**config.mk**
```make
export PLATFORM = sky130hd
export DESIGN_NAME = rst_sequencer
export DESIGN_NICKNAME = d
export VERILOG_FILES = /design/src/rtl/subplat_rst_pkg.sv /design/src/rtl/rst_wdt_timer.sv /design/src/rtl/rst_sequencer.sv
export SDC_FILE = /design/constraint.sdc
export NUM_CORES = 1
export LEC_CHECK = 0
export CAP_MARGIN = 30
export CORE_MARGIN = 1.5
export CORE_UTILIZATION = 50
export DETAILED_ROUTE_END_ITERATION = 8
export MAX_ROUTING_LAYER = met4
export PLACE_DENSITY_LB_ADDON = 0.12
export SLEW_MARGIN = 5
export SYNTH_ARGS = -nofsm -noshare
export SYNTH_HDL_FRONTEND = slang
export SYNTH_SLANG_ARGS = --single-unit
```
**constraint.sdc**
```tcl
create_clock -name clk_i -period 4.2 [get_ports clk_i]
set_input_delay 0.63 -clock clk_i [delete_from_list [all_inputs] [get_ports clk_i]]
set_output_delay 0.63 -clock clk_i [all_outputs]
set_load 0.05 [all_outputs]
```
**src/rtl/subplat_rst_pkg.sv**
```systemverilog
// Shared types and defaults for the platform reset sequencer.
//   rst_state_e : sequencer FSM states
//   *_DEF       : default parameter values used by rst_sequencer
//   cnt_width() : counter width able to hold max_count without wrapping
package subplat_rst_pkg;

  typedef enum logic [1:0] {
    HOLD,
    RELEASE,
    RUN,
    SWRST
  } rst_state_e;

  localparam int unsigned N_DOMAINS_DEF    = 4;
  localparam int unsigned STAGE_CYCLES_DEF = 16;
  localparam int unsigned SWRST_CYCLES_DEF = 8;
  localparam int unsigned WDT_CYCLES_DEF   = 1024;

  function automatic int unsigned cnt_width(input int unsigned max_count);
    return $clog2(max_count) + 1;
  endfunction

endpackage

```
**src/rtl/rst_wdt_timer.sv**
```systemverilog
// Watchdog kick/expire counter for the reset sequencer.
//   clk_i    : system clock
//   rst_ni   : synchronous active-low reset
//   run_i    : sequencer is in RUN; counter is held at zero otherwise
//   kick_i   : restart the count; a kick on the expiry edge suppresses expiry
//   expire_o : combinational, high on the edge that times out
module rst_wdt_timer
  import subplat_rst_pkg::*;
#(
  parameter int unsigned WDT_CYCLES = WDT_CYCLES_DEF
) (
  input  logic clk_i,
  input  logic rst_ni,
  input  logic run_i,
  input  logic kick_i,
  output logic expire_o
);

  localparam int unsigned CW = cnt_width(WDT_CYCLES);

  logic [CW-1:0] cnt_q;

  always_comb begin
    expire_o = run_i && !kick_i && (cnt_q == CW'(WDT_CYCLES - 1));
  end

  // Expiry drops the sequencer out of RUN, so clearing here keeps the
  // counter from ever passing WDT_CYCLES-1.
  always_ff @(posedge clk_i) begin
    if (!rst_ni) begin
      cnt_q <= '0;
    end else if (!run_i || kick_i || expire_o) begin
      cnt_q <= '0;
    end else begin
      cnt_q <= cnt_q + CW'(1);
    end
  end

endmodule

```
**src/rtl/rst_sequencer.sv**
```systemverilog
// Platform reset sequencer: releases N_DOMAINS active-low peripheral resets
// one at a time, STAGE_CYCLES apart, with a software-reset req/ack handshake.
// Optional watchdog built only when macro SUBPLAT_WDT_EN is defined.
//   clk_i       : system clock
//   rst_ni      : synchronous active-low reset
//   swrst_req_i : software reset request (level, re-armed by going low)
//   swrst_ack_o : one-cycle pulse, request accepted
//   dom_rst_no  : per-domain reset, active low, released in index order
//   ready_o     : all domains released (state RUN)
//   wdt_kick_i  : watchdog restart (unused without SUBPLAT_WDT_EN)
//   wdt_bite_o  : one-cycle pulse, watchdog expired (0 without SUBPLAT_WDT_EN)
module rst_sequencer
  import subplat_rst_pkg::*;
#(
  parameter int unsigned N_DOMAINS    = N_DOMAINS_DEF,
  parameter int unsigned STAGE_CYCLES = STAGE_CYCLES_DEF,
  parameter int unsigned SWRST_CYCLES = SWRST_CYCLES_DEF,
  parameter int unsigned WDT_CYCLES   = WDT_CYCLES_DEF
) (
  input  logic                 clk_i,
  input  logic                 rst_ni,
  input  logic                 swrst_req_i,
  output logic                 swrst_ack_o,
  output logic [N_DOMAINS-1:0] dom_rst_no,
  output logic                 ready_o,
  input  logic                 wdt_kick_i,
  output logic                 wdt_bite_o
);

  localparam int unsigned CNT_MAX = (STAGE_CYCLES > SWRST_CYCLES) ? STAGE_CYCLES : SWRST_CYCLES;
  localparam int unsigned CW      = cnt_width(CNT_MAX);
  localparam int unsigned SW      = cnt_width(N_DOMAINS);

  rst_state_e          state_q, state_d;
  logic [CW-1:0]        cnt_q, cnt_d;
  logic [SW-1:0]        stage_q, stage_d;
  logic [N_DOMAINS-1:0] dom_q, dom_d;
  logic                 ack_q, ack_d;
  logic                 arm_q, arm_d;
  logic                 accept;
  logic                 expire;

`ifdef SUBPLAT_WDT_EN
  logic bite_q;

  rst_wdt_timer #(
    .WDT_CYCLES(WDT_CYCLES)
  ) u_wdt (
    .clk_i   (clk_i),
    .rst_ni  (rst_ni),
    .run_i   (state_q == RUN),
    .kick_i  (wdt_kick_i),
    .expire_o(expire)
  );

  always_ff @(posedge clk_i) begin
    if (!rst_ni) begin
      bite_q <= 1'b0;
    end else begin
      bite_q <= expire;
    end
  end
`else
  logic unused_kick;
  assign unused_kick = wdt_kick_i;
  assign expire      = 1'b0;
`endif

  // A request is accepted only once per low->high cycle of swrst_req_i.
  assign accept = (state_q == RUN) && swrst_req_i && arm_q;

  always_ff @(posedge clk_i) begin
    if (!rst_ni) begin
      state_q <= HOLD;
      cnt_q   <= '0;
      stage_q <= '0;
      dom_q   <= '0;
      ack_q   <= 1'b0;
      arm_q   <= 1'b0;
    end else begin
      state_q <= state_d;
      cnt_q   <= cnt_d;
      stage_q <= stage_d;
      dom_q   <= dom_d;
      ack_q   <= ack_d;
      arm_q   <= arm_d;
    end
  end

  always_comb begin
    state_d = state_q;
    cnt_d   = cnt_q;
    stage_d = stage_q;
    dom_d   = dom_q;
    ack_d   = 1'b0;
    arm_d   = !swrst_req_i || (arm_q && !accept);

    unique case (state_q)
      HOLD: begin
        state_d = RELEASE;
        cnt_d   = '0;
        stage_d = '0;
      end
      RELEASE: begin
        if (cnt_q == CW'(STAGE_CYCLES - 1)) begin
          cnt_d   = '0;
          stage_d = stage_q + SW'(1);
          for (int unsigned i = 0; i < N_DOMAINS; i++) begin
            if (stage_q == SW'(i)) dom_d[i] = 1'b1;
          end
          if (stage_q == SW'(N_DOMAINS - 1)) begin
            state_d = RUN;
            stage_d = '0;
          end
        end else begin
          cnt_d = cnt_q + CW'(1);
        end
      end
      RUN: begin
        // Watchdog bite and accepted request share one SWRST entry.
        if (accept || expire) begin
          state_d = SWRST;
          dom_d   = '0;
          cnt_d   = '0;
          ack_d   = accept;
        end
      end
      SWRST: begin
        if (cnt_q == CW'(SWRST_CYCLES - 1)) begin
          state_d = RELEASE;
          cnt_d   = '0;
          stage_d = '0;
        end else begin
          cnt_d = cnt_q + CW'(1);
        end
      end
      default: state_d = HOLD;
    endcase
  end

  always_comb begin
    dom_rst_no  = dom_q;
    ready_o     = (state_q == RUN);
    swrst_ack_o = ack_q;
`ifdef SUBPLAT_WDT_EN
    wdt_bite_o  = bite_q;
`else
    wdt_bite_o  = 1'b0;
`endif
  end

endmodule

```
### Clock wiring as the flow saved it, run 1

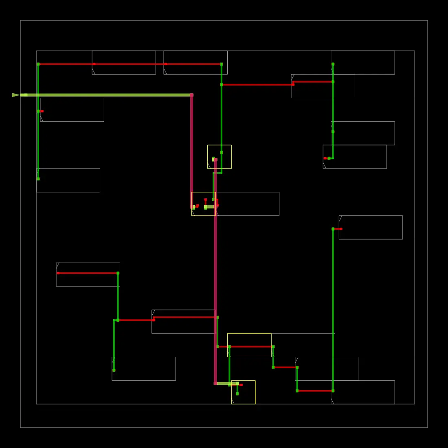
total number of sequential cells: 16
clock latency on the worst-skew pair: 290 ps
final clock skew: 2.66 ps

### Sequential cells grouped by signal name, run 1

The bar under the picture is 10 um long. Other sequential cells in the stronger grey, the rest of the logic in the fainter grey.
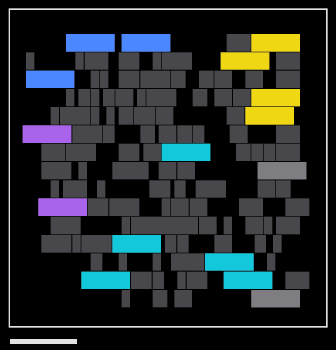
| colour | name in the netlist | sequential cells |
|---|---|---|
| blue | stage_q | 3 |
| purple | state_q | 2 |
| cyan | cnt_q | 5 |
| yellow | dom_rst_no | 4 |

==> out/notes.md, run 1 <==
* hold path cells: 2
* WL final: 1.67 mm
* Resize count post-CTS: 0
* count of final setup violators: 0
* depth of the worst register-to-register path: 8
* Post-synth top flop: sky130_fd_sc_hd__dfxtp_1
* root buffer cell: sky130_fd_sc_hd__clkbuf_4
* combined area of all synthesized cells: 970 um2
* number of distinct library cells after synthesis: 37
* GR met2 Demand/Resource: 0.307
* number of nets in the layout: 133
* area delta synth->final: 13.5%
* max-capacitance violation count: 0
* kind of start point of the critical path: flop
* count of multi-input gates: 80
* net count entering floorplan: 123
* worst setup path category: flop to primary output
* Cell Chain, Critical Path: inv_1 -> ha_1 -> clkdlybuf4s50_1
* crit path from: state_q[0]
* vias: 767
* tool warnings: 35
* Max VDD drop: 316 uV
* Net Sw Frac: 0.417
* inverter count of the layout excluding clock inverters: 8
* RSZ-0062 raised after global routing: false
* post-DR vias/cell: 5.44
* worst slew pin tran: 563 ps
* CTS clock-pin slew for the worst setup and hold paths: 90 ps
* yosys synthesis warning count: 0
* number of global-route vias before repair: 709
* combinational share of cell area: 0.548
* areal power density over the cells: 517 nW/um2
* total of hold buffers inserted after clock tree synthesis: 0
* leading cell types by total area after synthesis: sky130_fd_sc_hd__dfxtp_1 33%, sky130_fd_sc_hd__ha_1 15%, sky130_fd_sc_hd__nand2_1 5.0%, sky130_fd_sc_hd__nor2b_1 3.2%, sky130_fd_sc_hd__inv_1 3.1%
* met1 track demand over resource: 0.231
* crit path setup slack, layout: 1740 ps
* fraction of the core area occupied by cells at floorplan: 0.544
* Core Rows: 15
* hpwl dp: 1.28 mm
* type of the tightest min-delay check: flop to flop
* Worst path max stage delay: 840 ps
* portion of total power attributed to sequential cells: 0.340
* routed len/inst: 11.9 um
* worst setup slack after placement: 2020 ps
* Final GP Congestion: 0.773
* number of antenna violations at the first check in global routing: 0
* placed cell count: 137
* number of flops mapped to enable cells by yosys: 0
* Inserted Clock Buffers: 3
* count of buffers inserted at the top-level ports: 8
* non-filler instance count after layout: 141
* timing-limited maximum frequency: 0.406 GHz
* CP Capture Type: primary output
* Fillers: 165
* top-area cell type share of the netlist area: 0.330
* most heavily used metal layer in global routing: met2
* post-synthesis instance total: 107
* clock period minus worst slack: 2460 ps
* Top Layout Cells: 16 x sky130_fd_sc_hd__dfxtp_1, 13 x sky130_fd_sc_hd__nand2_1, 12 x sky130_fd_sc_hd__ha_1
* Bufs on Longest Clock Path: 2
* reg-to-reg endpoint: cnt_q[0]
* Repair and plain buffers: 8
* final worst path period share: 0.587
* arrival time at the worst endpoint: 1830 ps
* clock tree sinks: 16
* number of synthesized register bits: 16
* most numerous logic cell after layout: sky130_fd_sc_hd__dfxtp_1
* P_leak: 0.450 nW
* crit path DRT: 3570 ps
* run status: complete, no violations
* Pins Over Slew Limit: 0
* Avg Inst Size Synth: 9.06 um2
* Hold Crit Start: stage_q[2]
* largest area contributor in the netlist: sky130_fd_sc_hd__dfxtp_1
* power of the combinational group: 0.273 mW
### Drive-strength map, run 1

The bar under the picture is 10 um long.
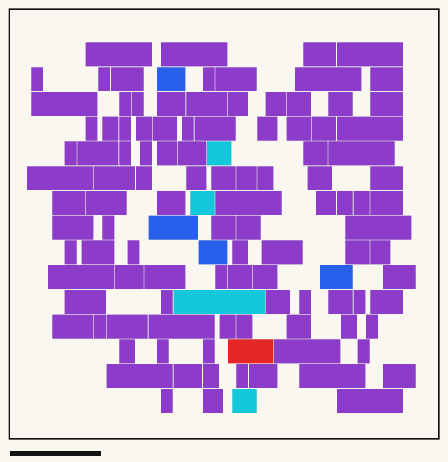
| colour | size | cells |
|---|---|---|
| red | x6 and larger | 1 |
| blue | x2 | 4 |
| purple | x1 and smaller | 107 |
| cyan | x3 and x4 | 4 |

run 1: sequential cells by signal (all words and copies together), names as in the netlist:
signal,cells
dom_rst_no,4
arm_q,1
stage_q,3
state_q,2
cnt_q,5
swrst_ack_o,1
run 1: metal layers:
metal  wire length [um]  up-vias
met3                 51        5
met5                  0        -
li1                   -      399
met2                744       12
met4                 38        0
met1                839      351
run 1: worst reg2reg max path, stage by stage (launching register included):
cell and delay (ps):
sky130_fd_sc_hd__dfxtp_1 350, sky130_fd_sc_hd__ha_1 270, sky130_fd_sc_hd__nand3_1 140, sky130_fd_sc_hd__inv_1 60
sky130_fd_sc_hd__ha_1 230, sky130_fd_sc_hd__nor2b_1 270, sky130_fd_sc_hd__a21oi_2 90, sky130_fd_sc_hd__or4_1 480
sky130_fd_sc_hd__a21boi_1 140
run 1: metrics by stage:
| step | total power [mW] | util | area (um2) | hold WS, ps |
|---|---|---|---|---|
| 2_1_floorplan | 0.407 | - | 970 | 429 |
| 3_3_place_gp | 0.465 | 0.597 | 1060 | 447 |
| 3_5_place_dp | 0.471 | 0.597 | 1060 | 455 |
| 4_1_cts | 0.577 | 0.618 | 1100 | 469 |
| 5_1_grt | 0.612 | 0.618 | 1100 | 507 |
| 6_report | 0.569 | 0.618 | 1100 | 475 |
run 1: kinds of logic (layout without fill, tap and decap cells):
kind of cell / after synthesis / count (layout) / share of synthesized area
and+or+nand+nor: 36 / 36 / 0.218
AOI/OAI and AO/OA: 30 / 30 / 0.235
DFF: 16 / 16 / 0.330
adders and majority gates: 12 / 12 / 0.155
buffers and inverters: 11 / 20 / 0.0477
other: 1 / 1 / 0.00387
muxes: 1 / 1 / 0.0103
### Clock wires, drivers and flops, run 1

The bar under the picture is 10 um long.
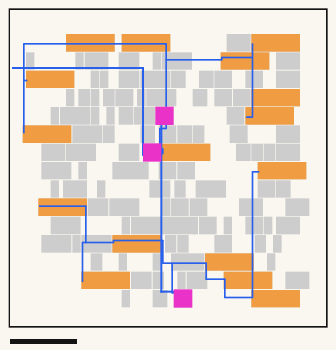

--- run 2 (diff from run 1) ---
--- a/config.mk
+++ b/config.mk
@@ -7,7 +7,7 @@
 export LEC_CHECK = 0
 export CAP_MARGIN = 30
 export CORE_MARGIN = 1.5
-export CORE_UTILIZATION = 50
+export CORE_UTILIZATION = 49
 export DETAILED_ROUTE_END_ITERATION = 8
 export MAX_ROUTING_LAYER = met4
 export PLACE_DENSITY_LB_ADDON = 0.12
==> constraint.sdc (replaced) <==
create_clock -name clk_i -period 2 [get_ports clk_i]
set_input_delay 0.3 -clock clk_i [delete_from_list [all_inputs] [get_ports clk_i]]
set_output_delay 0.3 -clock clk_i [all_outputs]
set_load 0.05 [all_outputs]
### Clock wires, drivers and flops, run 2

The bar under the picture is 10 um long.
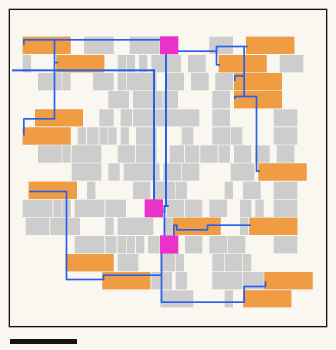
[blue] clock wires | length: 232 um
[orange] flip-flops | count: 16
[magenta] clock-net drivers | count: 3
routed clock nets: 4
flops lie: all over the die

==> run 2 against run 1 <==
Compared with the run above: sequential share of layout area shrank 1.0 points; largest cell class unchanged; die size grew 1.9%; first-iteration DRC count grew 67%; synthesized cell count is the same; synthesized area is the same; global-route usage grew 1.4 points; highest routed layer unchanged; largest power group unchanged; non-clock buffer count grew 5; critical path depth grew 5.
==> out/notes.md, run 2 <==
* run status: complete, no violations
* Net Sw Frac: 0.421, +0.00402
* vias: 788, +2.7%
* arrival time at the worst endpoint: 2110 ps, +280 ps
* number of flops mapped to enable cells by yosys: 0, unchanged
* number of nets in the layout: 138, +3.8%
* leading cell types by total area after synthesis: sky130_fd_sc_hd__dfxtp_1 33%, sky130_fd_sc_hd__ha_1 15%, sky130_fd_sc_hd__nand2_1 5.0%, sky130_fd_sc_hd__nor2b_1 3.2%, sky130_fd_sc_hd__inv_1 3.1%
* net count entering floorplan: 123, unchanged
* Bufs on Longest Clock Path: 2, unchanged
* hpwl dp: 1.46 mm, +13%
* type of the tightest min-delay check: flop to flop
* Fillers: 157, -4.8%
* reg-to-reg endpoint: cnt_q[0]
* final worst path period share: 0.939
* largest area contributor in the netlist: sky130_fd_sc_hd__dfxtp_1
* Core Rows: 15, unchanged
* routed len/inst: 13.0 um, +9.2%
* CTS tree: yes
* number of synthesized register bits: 16, unchanged
* number of antenna violations at the first check in global routing: 0, unchanged
* Avg Inst Size Synth: 9.06 um2, unchanged
* top-area cell type share of the netlist area: 0.330, unchanged
* worst slew pin tran: 597 ps, +33.9 ps
* slowest stage cell on the critical path: sky130_fd_sc_hd__or4_1
* number of distinct library cells after synthesis: 37, unchanged
* clock latency on the worst-skew pair: 290 ps, about the same
* final clock skew: 2.05 ps, -0.608 ps
* crit path DRT: 2230 ps, -1340 ps
* tool warnings: 35, unchanged
* Cell Chain, Critical Path: ha_1 -> nand3_1 -> inv_1 -> ha_2 -> nor2b_2 -> a21oi_2 -> or4_1 -> a21boi_1
* RSZ-0062 raised after global routing: false
* areal power density over the cells: 1090 nW/um2, +110%
* final design utilization: 0.640, +0.0225
* yosys synthesis warning count: 0, unchanged
* fraction of the core area occupied by cells at floorplan: 0.544, unchanged
* CTS clock-pin slew for the worst setup and hold paths: 100 ps, about the same
* power of the combinational group: 0.618 mW, +130%
* total of hold buffers inserted after clock tree synthesis: 0, unchanged
* Top Layout Cells: 16 x sky130_fd_sc_hd__dfxtp_1, 13 x sky130_fd_sc_hd__nand2_1, 11 x sky130_fd_sc_hd__ha_1
* Worst path max stage delay: 480 ps, -360 ps
* count of final setup violators: 0, unchanged
* clock tree sinks: 16, unchanged
* timing-limited maximum frequency: 0.532 GHz
* max-capacitance violation count: 0, unchanged
* Pins Over Slew Limit: 0, unchanged
* combined area of all synthesized cells: 970 um2, unchanged
* Hold Crit Start: stage_q[2]
* clock period minus worst slack: 1880 ps
* Resize count post-CTS: 0, unchanged
* flip-flop count of the largest register after layout: 5, unchanged
* Top reg by flops: cnt_q
* count of buffers inserted at the top-level ports: 8, unchanged
* Max VDD drop: 545 uV, +73%
* depth of the worst register-to-register path: 8, unchanged
* kind of start point of the critical path: flop
* Inserted Clock Buffers: 3, unchanged
* clock group share of total power: 0.177
* post-DR vias/cell: 5.40, -0.78%
* most numerous logic cell after layout: sky130_fd_sc_hd__dfxtp_1
* WL final: 1.89 mm, +13%
* post-synthesis instance total: 107, unchanged
* Post-synth top flop: sky130_fd_sc_hd__dfxtp_1
* Final GP Congestion: 0.833, +7.7%
run 2: metal layers:
metal  global-route usage  part of all wire  wire length [um]  vias up
met1                0.258              0.49               925      360
met4                0.139             0.023                44        0
met5                    -                 0                 0        -
li1                     -                 -                 -      409
met3               0.0340             0.034                64        4
met2                0.297              0.45               859       15
run 2: cell families (layout without fill, tap and decap cells):
logic type | Yosys count | in the layout | synth area share
DFF | 16 | 16 | 0.330
buffers and inverters | 11 | 25 | 0.0477
other | 1 | 1 | 0.00387
muxes | 1 | 1 | 0.0103
AOI/OAI and AO/OA | 30 | 30 | 0.235
and+or+nand+nor | 36 | 36 | 0.218
adders and majority gates | 12 | 12 | 0.155
run 2: how the worst max path moves through the flow:
| stage | start | endpoint | cells past startpoint |
|---|---|---|---|
| 4_1_cts | cnt_q[0] | dom_rst_no[2] | 8 |
| 3_3_place_gp | cnt_q[0] | dom_rst_no[0] | 8 |
| 2_1_floorplan | cnt_q[0] | cnt_q[0] | 8 |
| 5_1_grt | cnt_q[0] | cnt_q[0] | 8 |
| 3_5_place_dp | cnt_q[0] | dom_rst_no[2] | 8 |
| 6_report | cnt_q[0] | cnt_q[0] | 8 |
run 2: metrics by stage:
step	power [mW]	setup slack [ps]	hold slack (ps)	cells	cell area [um2]
3_3_place_gp	1.01	114	448	142	1100
5_1_grt	1.33	7.00	490	146	1140
2_1_floorplan	0.854	150	406	107	970
4_1_cts	1.25	23.7	466	146	1140
6_report	1.25	121	467	146	1140
3_5_place_dp	1.02	52.1	451	142	1100
run 2: layout make-up:
cell class	instances	area share
multi-input combinational	80	0.533
inverter	8	0.0263
clock buffer	4	0.0318
timing repair buffer	13	0.101
tap	25	0.0274
sequential	16	0.281
### Zoomed window, run 2

Window x 17 to 47, y 0 to 30 um. Cells in grey, sequential cells in the stronger grey; small squares are vias.
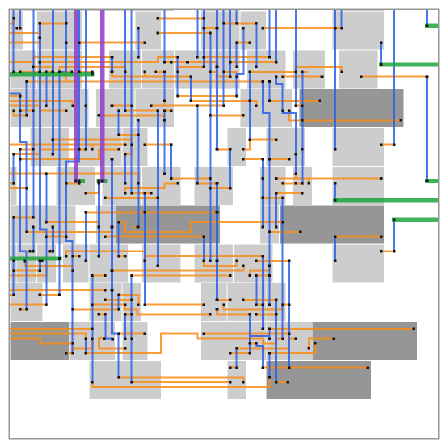

--- run 3 (diff from run 2) ---
--- a/config.mk
+++ b/config.mk
@@ -10,7 +10,7 @@
 export CORE_UTILIZATION = 49
 export DETAILED_ROUTE_END_ITERATION = 8
 export MAX_ROUTING_LAYER = met4
-export PLACE_DENSITY_LB_ADDON = 0.12
+export PLACE_DENSITY = 0.74
 export SLEW_MARGIN = 5
 export SYNTH_ARGS = -nofsm -noshare
 export SYNTH_HDL_FRONTEND = slang
### Zoomed window, run 3

Window x 17 to 47, y 0 to 30 um. Cells in grey, sequential cells in the stronger grey; small squares are vias.
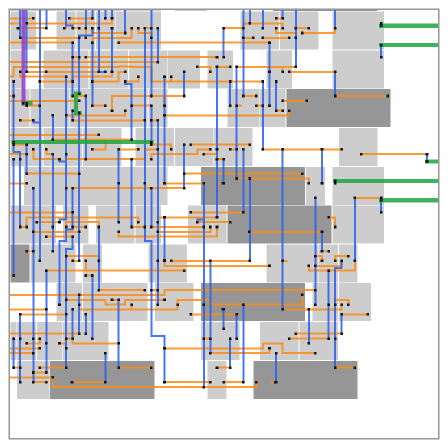
| colour | layer |
|---|---|
| green | M3 |
| purple | M4 |
| blue | M2 |
| orange | M1 |
cells with their middle in the window: 62
netlist names of flops here include: cnt_q (3)
sequential cells in the window: 6
most frequent: nand2_1 (6), dfxtp_1 (6), clkdlybuf4s50_1 (4)

==> run 3 against run 2 <==
Compared with the run above: critical path depth unchanged; first-iteration DRC count decreased by 33%; cell count decreased by 1.4%; non-clock buffer count decreased by 1; sequential share of layout area increased by 0.53 points; worst hold slack improved by 7.8 ps; clock-buffer cell count decreased by 1; critical path type unchanged; critical endpoint unchanged; highest routed layer unchanged.
==> out/notes.md, run 3 <==
* run status: complete, no violations
* Max VDD drop: 597 uV, +9.6%
* RSZ-0062 raised after global routing: false
* final standard cell area without fillers: 1120 um2, -1.9%
* CTS tree: yes
* Core Rows: 15, unchanged
* fraction of met3 tracks used by global routing: 0.0340, unchanged
* worst slew pin tran: 607 ps, +11.0 ps
* power of the combinational group: 0.606 mW, -2%
* Bufs on Longest Clock Path: 2, unchanged
* final design utilization: 0.628, -0.0119
* top-area cell type share of the netlist area: 0.330, unchanged
* crit path from: cnt_q[0]
* Net Sw Frac: 0.423, +0.00153
* vias: 763, -3.2%
* final-layout worst hold slack: 475 ps, +7.82 ps
* crit path DRT: 2210 ps, -20 ps
* non-filler instance count after layout: 144, -1.4%
* core area: 1780 um2
* count of final setup violators: 0, unchanged
* leading cell types by total area after synthesis: sky130_fd_sc_hd__dfxtp_1 33%, sky130_fd_sc_hd__ha_1 15%, sky130_fd_sc_hd__nand2_1 5.0%, sky130_fd_sc_hd__nor2b_1 3.2%, sky130_fd_sc_hd__inv_1 3.1%
* CTS clock-pin slew for the worst setup and hold paths: 90 ps, about the same
* timing-limited maximum frequency: 0.551 GHz, +3.6%
* placed cell count: 141, -0.70%
* hpwl dp: 1.32 mm, -9.6%
* clock latency on the worst-skew pair: 280 ps, about the same
* maximum fanout along the worst path: 5
* leftover overflow at the end of global routing: 0
* clock group share of total power: 0.142, -0.035
* slowest stage cell on the critical path: sky130_fd_sc_hd__or4_1
* fraction of the core area occupied by cells at floorplan: 0.544, unchanged
* net count entering floorplan: 123, unchanged
* areal power density over the cells: 1050 nW/um2, -3.7%
* WL final: 1.68 mm, -11%
* final hold violation count: 0
* post-route ant nets: 0
* P_leak: 0.465 nW
* Worst path max stage delay: 480 ps, about the same
* critical path depth in cells: 8, unchanged
* crit path capture: cnt_q[0]
* crit path setup slack, layout: 186 ps, +65.0 ps
* worst setup slack after placement: 76.4 ps, +24.3 ps
* Power Internal: 0.680 mW
* flip-flop count of the largest register after layout: 5, unchanged
* kind of start point of the critical path: flop
* largest area contributor in the netlist: sky130_fd_sc_hd__dfxtp_1
* final worst path period share: 0.907, -0.0325
* arrival time at the worst endpoint: 2030 ps, -80 ps
* Die Size: 2250 um2
* worst setup path category: flop to flop
* routed len/inst: 11.7 um, -9.9%
* number of nets in the layout: 137, -0.72%
* number of flops mapped to enable cells by yosys: 0, unchanged
* placement-stage cell area: 1090 um2, -0.68%
* Final GP Congestion: 0.748, -10%
* GR met2 Demand/Resource: 0.286, -0.0108
* Inserted Clock Buffers: 3, unchanged
* Cell Chain, Critical Path: ha_1 -> nand3_1 -> inv_1 -> ha_2 -> nor2b_2 -> a21oi_2 -> or4_1 -> a21boi_1
* met1 track demand over resource: 0.235, -0.0225
* clock period minus worst slack: 1810 ps, -65.0 ps
* number of antenna violations at the first check in global routing: 0, unchanged
* tool warnings: 35, unchanged
* most heavily used metal layer in global routing: met2
* depth of the worst register-to-register path: 8, unchanged
* final clock skew: 8.08 ps, +6.03 ps
* post-DR vias/cell: 5.30, -1.8%
* Relative slew margins: 0.591
* number of synthesized register bits: 16, unchanged
* die boundary height: 47.5 um
* Top reg by flops: cnt_q
* Pins Over Slew Limit: 0, unchanged
* most numerous logic cell after layout: sky130_fd_sc_hd__dfxtp_1
* Pwr Total: 1.18 mW, -5.5%
* Fillers: 154, -1.9%
* reg-to-reg endpoint: cnt_q[0]
* Top Layout Cells: 16 x sky130_fd_sc_hd__dfxtp_1, 13 x sky130_fd_sc_hd__nand2_1, 11 x sky130_fd_sc_hd__ha_1
* number of distinct library cells after synthesis: 37, unchanged
* count of buffers inserted at the top-level ports: 8, unchanged
* max-capacitance violation count: 0, unchanged
* clock tree sinks: 16, unchanged
* combined area of all synthesized cells: 970 um2, unchanged
* type of the tightest min-delay check: flop to flop
* detailed-route DRC error count: 0
* post-synthesis instance total: 107, unchanged
* yosys synthesis warning count: 0, unchanged
* register-to-register setup slack: 190 ps
* Avg Inst Size Synth: 9.06 um2, unchanged
* fraction of layout instances using a drive strength above 1: 0.126
* Post-synth top flop: sky130_fd_sc_hd__dfxtp_1
run 3: cell counts after synthesis:
Identical to the previous run, type by type.
run 3: layout make-up:
class | count | area (um2) | area share
Timing Repair Buffer | 12 | 108 | 0.0961
Clock buffer | 3 | 22.5 | 0.0201
Multi-Input combinational cell | 80 | 608 | 0.543
Sequential cell | 16 | 320 | 0.286
Tap cell | 25 | 31.3 | 0.0279
Inverter | 8 | 30.0 | 0.0268
run 3: worst min-delay path, delay by kind of cell (launching register included):
| family | cells | cell delay (ps) |
|---|---|---|
| AND-OR/OR-AND | 1 | 60 |
| flip-flops | 1 | 320 |
| AND/OR/NAND/NOR | 1 | 50 |
run 3: how the worst min path moves through the flow:
stage,start,end,cells past startpoint
5_1_grt,dom_rst_no[3],dom_rst_no[3],2
6_report,dom_rst_no[3],dom_rst_no[3],2
2_1_floorplan,swrst_req_i,arm_q,1
3_5_place_dp,stage_q[2],stage_q[2],2
4_1_cts,stage_q[2],stage_q[2],2
3_3_place_gp,stage_q[2],stage_q[2],2
run 3: routing by layer:
layer  up-vias  share of wire
li1        405              -
met3         2          0.030
met4         0         0.0089
met2        11           0.44
met5         -              0
met1       345           0.52
run 3: repair_timing:
item,CTS,global route
hold buffers,0,0
gates resized,0,3
setup endpoints to repair,0,4
run 3: logic make-up (layout without fill, tap and decap cells):
| group | count (synthesis) | in the layout | share of synthesized area |
|---|---|---|---|
| multiplexers | 1 | 1 | 0.0103 |
| adder cells (fa/ha/maj) | 12 | 12 | 0.155 |
| AND-OR/OR-AND | 30 | 30 | 0.235 |
| other | 1 | 1 | 0.00387 |
| buffers and inverters | 11 | 23 | 0.0477 |
| AND/OR/NAND/NOR | 36 | 36 | 0.218 |
| flip-flops | 16 | 16 | 0.330 |
Power is estimated from default activity; no workload was simulated.
